==> src/rtl/calc_pkg.sv <==
// Shared calculator datapath types: operand/result width and ALU opcode encoding.
package calc_pkg;

    typedef logic [15:0] num_t;

    typedef enum logic [1:0] {
        OP_ADD = 2'd0,
        OP_SUB = 2'd1,
        OP_MUL = 2'd2,
        OP_DIV = 2'd3
    } op_t;

endpackage

==> src/rtl/alu_arbiter.sv <==
// Round-robin share of one ALU between NumReq requesters, one transaction in flight at a time.
// 1-cycle ALU: accept t0, ALU issue t1, ALU result t2, response t3; stalls hold state, ISSUE may time out.
module alu_arbiter #(
    parameter int unsigned NumReq        = 2,
    parameter int unsigned TimeoutCycles = 255
) (
    input  logic                              clk_i,
    input  logic                              rst_ni,
    input  logic          [NumReq-1:0]        req_valid_i,
    output logic          [NumReq-1:0]        req_ready_o,
    input  calc_pkg::num_t [NumReq-1:0]       req_left_i,
    input  calc_pkg::num_t [NumReq-1:0]       req_right_i,
    input  calc_pkg::op_t  [NumReq-1:0]       req_op_i,
    output logic          [NumReq-1:0]        rsp_valid_o,
    input  logic          [NumReq-1:0]        rsp_ready_i,
    output calc_pkg::num_t                    rsp_result_o,
    output logic                              rsp_error_o,
    output calc_pkg::num_t                    alu_left_o,
    output calc_pkg::num_t                    alu_right_o,
    output calc_pkg::op_t                     alu_op_o,
    output logic                              alu_in_valid_o,
    input  logic                              alu_in_ready_i,
    output logic                              alu_out_ready_o,
    input  logic                              alu_out_valid_i,
    input  calc_pkg::num_t                    alu_result_i,
    output logic                              busy_o
);

    localparam int unsigned IdxW       = $clog2(NumReq);
    localparam int unsigned TmoW       = (TimeoutCycles > 1) ? $clog2(TimeoutCycles) : 1;
    localparam bit          TmoEn      = (TimeoutCycles != 0);
    localparam int unsigned TmoLastInt = TmoEn ? TimeoutCycles - 1 : 0;
    localparam logic [TmoW-1:0] TmoLast = TmoLastInt[TmoW-1:0];

    localparam logic [1:0] S_IDLE  = 2'd0;
    localparam logic [1:0] S_ISSUE = 2'd1;
    localparam logic [1:0] S_WAIT  = 2'd2;
    localparam logic [1:0] S_RESP  = 2'd3;

    logic [1:0]      state;
    logic [IdxW-1:0] rr_ptr;
    logic [IdxW-1:0] owner;
    logic [TmoW-1:0] tmo_cnt;
    calc_pkg::num_t  left_q;
    calc_pkg::num_t  right_q;
    calc_pkg::op_t   op_q;
    calc_pkg::num_t  result_q;
    logic            err_q;

    logic            grant_vld;
    logic [IdxW-1:0] grant_idx;

    function automatic logic [IdxW-1:0] wrap_add(input logic [IdxW-1:0] base,
                                                 input int unsigned     off);
        int unsigned sum;
        sum = 32'(base) + off;
        if (sum >= NumReq) begin
            sum = sum - NumReq;
        end
        return sum[IdxW-1:0];
    endfunction

    // First pending requester at or after rr_ptr, wrapping.
    always_comb begin
        grant_vld = 1'b0;
        grant_idx = '0;
        for (int unsigned k = 0; k < NumReq; k++) begin
            if (!grant_vld && req_valid_i[wrap_add(rr_ptr, k)]) begin
                grant_vld = 1'b1;
                grant_idx = wrap_add(rr_ptr, k);
            end
        end
    end

    always_comb begin
        req_ready_o = '0;
        if (state == S_IDLE && grant_vld) begin
            req_ready_o[grant_idx] = 1'b1;
        end
    end

    always_comb begin
        rsp_valid_o = '0;
        if (state == S_RESP) begin
            rsp_valid_o[owner] = 1'b1;
        end
    end

    assign rsp_result_o    = result_q;
    assign rsp_error_o     = err_q;
    assign alu_left_o      = left_q;
    assign alu_right_o     = right_q;
    assign alu_op_o        = op_q;
    assign alu_in_valid_o  = (state == S_ISSUE);
    assign alu_out_ready_o = (state == S_WAIT);
    assign busy_o          = (state != S_IDLE);

    always_ff @(posedge clk_i or negedge rst_ni) begin
        if (!rst_ni) begin
            state    <= S_IDLE;
            rr_ptr   <= '0;
            owner    <= '0;
            tmo_cnt  <= '0;
            left_q   <= '0;
            right_q  <= '0;
            op_q     <= calc_pkg::OP_ADD;
            result_q <= '0;
            err_q    <= 1'b0;
        end else begin
            case (state)
                S_IDLE: begin
                    if (grant_vld) begin
                        left_q  <= req_left_i[grant_idx];
                        right_q <= req_right_i[grant_idx];
                        op_q    <= req_op_i[grant_idx];
                        owner   <= grant_idx;
                        tmo_cnt <= '0;
                        state   <= S_ISSUE;
                    end
                end
                S_ISSUE: begin
                    if (alu_in_ready_i) begin
                        state <= S_WAIT;
                    end else begin
                        tmo_cnt <= tmo_cnt + 1'b1;
                        // Abort drops in_valid without a handshake; the ALU never saw the operands.
                        if (TmoEn && tmo_cnt == TmoLast) begin
                            err_q    <= 1'b1;
                            result_q <= '0;
                            state    <= S_RESP;
                        end
                    end
                end
                S_WAIT: begin
                    if (alu_out_valid_i) begin
                        result_q <= alu_result_i;
                        err_q    <= 1'b0;
                        state    <= S_RESP;
                    end
                end
                S_RESP: begin
                    if (rsp_ready_i[owner]) begin
                        rr_ptr <= wrap_add(owner, 1);
                        state  <= S_IDLE;
                    end
                end
                default: state <= S_IDLE;
            endcase
        end
    end

endmodule

==> config.mk <==
export PLATFORM = sky130hd
export DESIGN_NAME = alu_arbiter
export DESIGN_NICKNAME = d
export VERILOG_FILES = /design/src/rtl/calc_pkg.sv /design/src/rtl/alu_arbiter.sv
export SDC_FILE = /design/constraint.sdc
export NUM_CORES = 1
export LEC_CHECK = 0
export ABC_AREA = 1
export CORE_MARGIN = 2
export CORE_UTILIZATION = 30
export DETAILED_ROUTE_END_ITERATION = 10
export HOLD_SLACK_MARGIN = 0.02
export PLACE_DENSITY = 0.7
export SYNTH_ARGS = -nofsm -noshare
export SYNTH_HDL_FRONTEND = slang
export SYNTH_SLANG_ARGS = --single-unit
==> constraint.sdc <==
create_clock -name clk_i -period 1.5 [get_ports clk_i]
set_input_delay 0.3 -clock clk_i [delete_from_list [all_inputs] [get_ports clk_i]]
set_output_delay 0.3 -clock clk_i [all_outputs]
set_load 0.005 [all_outputs]
==> flow_metrics.tcl <==
# collected from the flow reports
set metrics [dict create \
    status "finished with violations" \
    violations "negative setup slack" \
    route.met2.wl_um 4490 \
    ir_drop_mv 0.9993 \
    crit_top_cell "buf_6" \
    worstPathRequired_ns 1.20 \
    crit_path_start_kind "register" \
    clockBufferDepth 2 \
    die_h_um 107.1 \
    cts_root_buf "clkbuf_8" \
    die_w_um 107.1 \
    path_max_fanout 3 \
    drt-wirelength-per-cell_um 12.67 \
    grt_max_degree 64 \
    avgSynthCellArea_um2 8.312 \
    ios 150 \
    numClockSinks 63 \
    area_leaders "dfrtp_1 (49%), nand2_1 (19%), nand3_1 (7.7%), o21ai_2 (4.7%), nand2_2 (3.5%)" \
    yosysTopAreaCell "dfrtp_1" \
    hp-class "primary input to register" \
    grt_overflow_total 0 \
    yosys_warnings 0 \
    drc_errors 0 \
    clock_latency_ns 0.34 \
    fin_crit_sh_pct 110.6 \
    ff2ff_path_depth 12 \
    nNetsFinal 679 \
    dr.pass1.iters 4 \
    setup_tns_ns -2.297 \
    cpLargestDelayFamily "flip-flops" \
    synthCells 384 \
    maxCapViolations 0 \
    numPortBuffers 149 \
    fin_total_pwr_mw 10.61 \
    synth_area_um2 3192 \
    slew_headroom_pct 74.34 \
    fmax_mhz 603.0 \
    die-area_um2 11480 \
    end_kind "primary output" \
    use_met2_pct 28.66 \
    grt_pass1_wl_um 15270 \
    dp.cells 681 \
    dpl_worst_slack_ns -0.4836 \
    cts_max_level 3 \
    finalCriticalPeriod_ns 1.658 \
    grt_pass1_vias 3405 \
    wl_met1_um 3658 \
    vias_per_cell 4.487 \
    power.leakage_nw 2.681 \
    warnings 34 \
    setup_slack_ns -0.1584 \
    ys_cells 384 \
    synth_flops 63 \
    grt-busiest-layer "met2" \
    grt.total_usage_pct 16.71 \
    clkTransAtPathRegs_ns 0.08 \
    setup_viol 33 \
    ys_types 25 \
    critical_path_buf_inv_count 3 \
    yosys_area_um2 3192 \
    drt_iter0_markers 121 \
    worstMarginPinSlew_ns 0.3849 \
    report.final.slew_viol_count 0 \
    yosysSeqAreaShare_pct 49.39 \
    syn_nets 483 \
    r2r_setup_slack_ns -0.12 \
    crit_slowest_cell "dfrtp_1" \
    grt_use_met1_pct 18.89 \
    r2r_start "state[0]$_DFFE_PN0P_" \
    final_antenna_net_count 0 \
    crit_chain "inv_2, ha_4, buf_6, nand2_4, nor2_8, buf_6" \
    worstSetupEndpoint "req_ready_o[0]" \
    r2r_end "rsp_result_o[9]$_DFFE_PN0P_" \
    critical_path.startpoint "state[0]$_DFFE_PN0P_" \
    synthToLayoutAreaGrowth_pct 74.13 \
    fin_skew_ns 0.01062 \
    hold_viol_final 0 \
    antenna_found_initial 0 \
    drive_gt1_share_pct 25.81 \
    dp_hpwl_um 6322 \
    arrival_ns 1.36 \
    cts_made_buffers 9 \
    power_density_nw_per_um2 1908 \
    gp_congestion 0.8034 \
    cp_num_cells 6 \
    diodes 0 \
    cts_tree "done" \
    dr_wl_met3_um 729 \
    grt_setup_unrepaired "true" \
    synth_top_area_share_pct 49.39 \
    crit_type "register to primary output" \
    slowest_delay_ns 0.42 \
    highest_layer "met4" \
]
where the power goes:
part           total, mW  internal, mW  switching [mW]  leakage [nW]
combinational       5.99          3.09            2.90          1.76
sequential          2.92          2.47           0.447         0.802
clock               1.70         0.956           0.741         0.115
flip-flops by register name, summed over array words and instances (netlist names):
| register | cells |
|---|---|
| owner | 1 |
| rr_ptr | 1 |
| rsp_result_o | 16 |
| alu_left_o | 16 |
| rsp_error_o | 1 |
| tmo_cnt | 8 |
| state | 2 |
| alu_op_o | 2 |
| alu_right_o | 16 |
synth_stat cells (all sizes together):
cell type / number
xor2: 1
ha: 7
buf: 15
inv: 20
nor2: 16
nand4: 1
dfrtp: 63
nand3: 49
o21ai: 28
or2: 1
nand2: 179
o21a: 1
o21bai: 2
clkbuf: 1
repair_timing:
item,4_1_cts,5_1_grt
buffers inserted,22,1
hold buffers,1,0
pin swaps,8,7
setup endpoints to repair,107,68
hold endpoints to repair,63,0
resized,117,20
cloned,3,0
stage by stage:
| stage | hold slack, ns | util [%] | cell area, um2 |
|---|---|---|---|
| floorplan | 0.004409 | - | 3214 |
| global placement | 0.3417 | 48.25 | 4981 |
| detailed placement | 0.3471 | 48.25 | 4981 |
| CTS | 0.4902 | 53.17 | 5489 |
| global route | 0.4929 | 53.84 | 5558 |
| finish | 0.4744 | 53.84 | 5558 |
cell families (layout without fill, tap and decap cells):
logic type,after synthesis,count (layout),synth area share [%]
XOR/XNOR,1,1,0.2745
flip-flops,63,63,49.39
AND-OR/OR-AND,31,31,7.095
adder cells (fa/ha/maj),7,7,2.744
AND/OR/NAND/NOR,246,247,34.46
buffers and inverters,36,236,6.036
worst register-to-register path: cells and delay by family (launching register included):
family | cells | cell delay (ns)
buf+inv | 5 | 0.49
flops | 1 | 0.41
simple gates | 5 | 0.39
fa+ha+maj | 1 | 0.16
compound gates | 1 | 0.05
worst min-delay path by stage:
stage / startpoint / endpoint / slack [ns] / depth (start not counted)
floorplan: rst_ni / alu_left_o[0]$_DFFE_PN0P_ / 0.004 / 0
global placement: rst_ni / rsp_result_o[1]$_DFFE_PN0P_ / 0.34 / 2
detailed placement: rst_ni / rsp_result_o[1]$_DFFE_PN0P_ / 0.35 / 2
CTS: req_right_i[13] / alu_right_o[13]$_DFFE_PN0P_ / 0.49 / 3
global route: req_valid_i[0] / owner$_DFFE_PN0P_ / 0.49 / 5
finish: req_valid_i[0] / owner$_DFFE_PN0P_ / 0.47 / 5
final cells by class:
| class | instances | area (um2) |
|---|---|---|
| clock buffer | 9 | 123.9 |
| clock inverter | 7 | 100.1 |
| fill | 944 | 4766 |
| inverter | 20 | 80.08 |
| multi-input combinational | 286 | 1602 |
| sequential | 63 | 1577 |
| tap | 136 | 170.2 |
| timing repair buffer | 200 | 1906 |
layout by cell type, fill, tap and decap left out, types with 9 or more instances in the layout:
master           netlist  routed
nand3_1               49      49
clkbuf_8               0       9
clkdlybuf4s50_1        0      89
dfrtp_1               63      63
nand2_1              158     147
nand2_2               18      26
inv_1                 15      11
o21ai_2               17      18
buf_6                  3      14
buf_4                  4      37
dlygate4sd2_1          0      51
Figure 1. Placed cells, one colour a class.
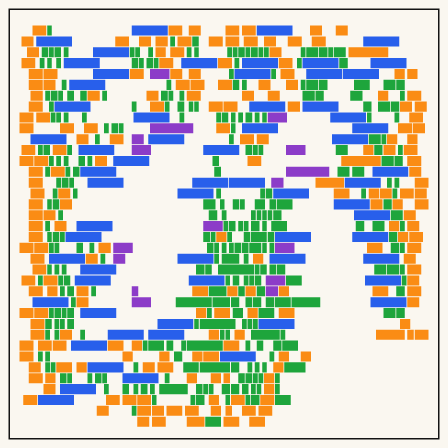
legend:
  purple:
    class: clock drivers and dummy loads
    cells: 16
    share_of_their_area: 4.2%
  blue:
    class: flip-flops
    cells: 63
    share_of_their_area: 29%
  orange:
    class: other buffers and delay cells
    cells: 200
    share_of_their_area: 35%
  green:
    class: all other logic
    cells: 306
    share_of_their_area: 31%
Core ar.: 10320 um2
num rows: 37

Figure 2. Placement view.
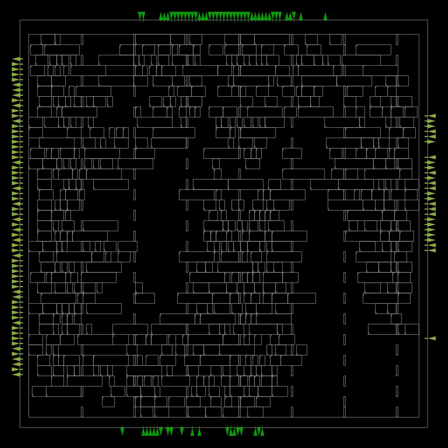
Seq area share: 28.37%
sequential cells: 63
Finished Core Util: 53.84%
Cell Count, Final, Fillers Out: 721

Figure 3. Placement density heat map.
The die is cut into 11 by 11 equal tiles; white is low, dark blue is high, 0 to 100% covered.
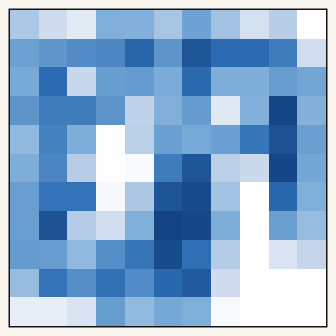
nearly empty tiles: 9.9%
emptiest ninth of the die: bottom right
fullest tile: 92%
densest ninth of the die: bottom middle
mean over tiles: 47%
tiles over 75% full: 16%
Core Util at FP: 30.92%

Figure 4. Met3 routing.
Bar = 20 um.
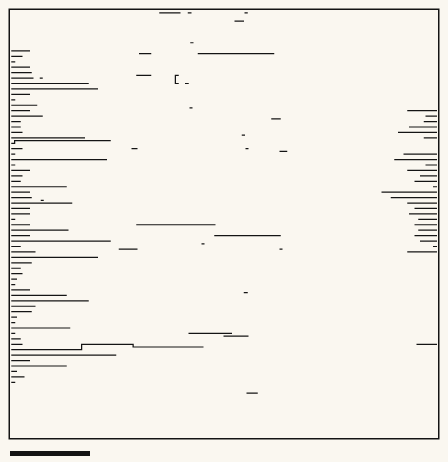
wire length on this layer: 730 um
nets with wire on the layer: 100
share of all routed wire: 8.0%
drt total wl: 9132 um
met3 Track Usage GR: 5.471%
DR vias: 3235

Figure 5. Where the registers sit.
Bar = 20 um. Other sequential cells in the stronger grey, the rest of the logic in the fainter grey.
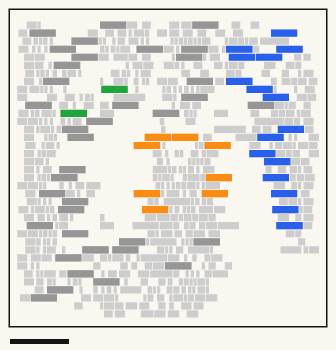
legend:
  green:
    netlist_name: `alu_op_o`
    placed_flops: 2
  blue:
    netlist_name: `rsp_result_o`
    placed_flops: 16
  orange:
    netlist_name: `tmo_cnt`
    placed_flops: 8
    where: middle
not coloured: 37
register area: 1577 um2
Sequential Power: 2.92 mW

Power is estimated from default activity; no workload was simulated.
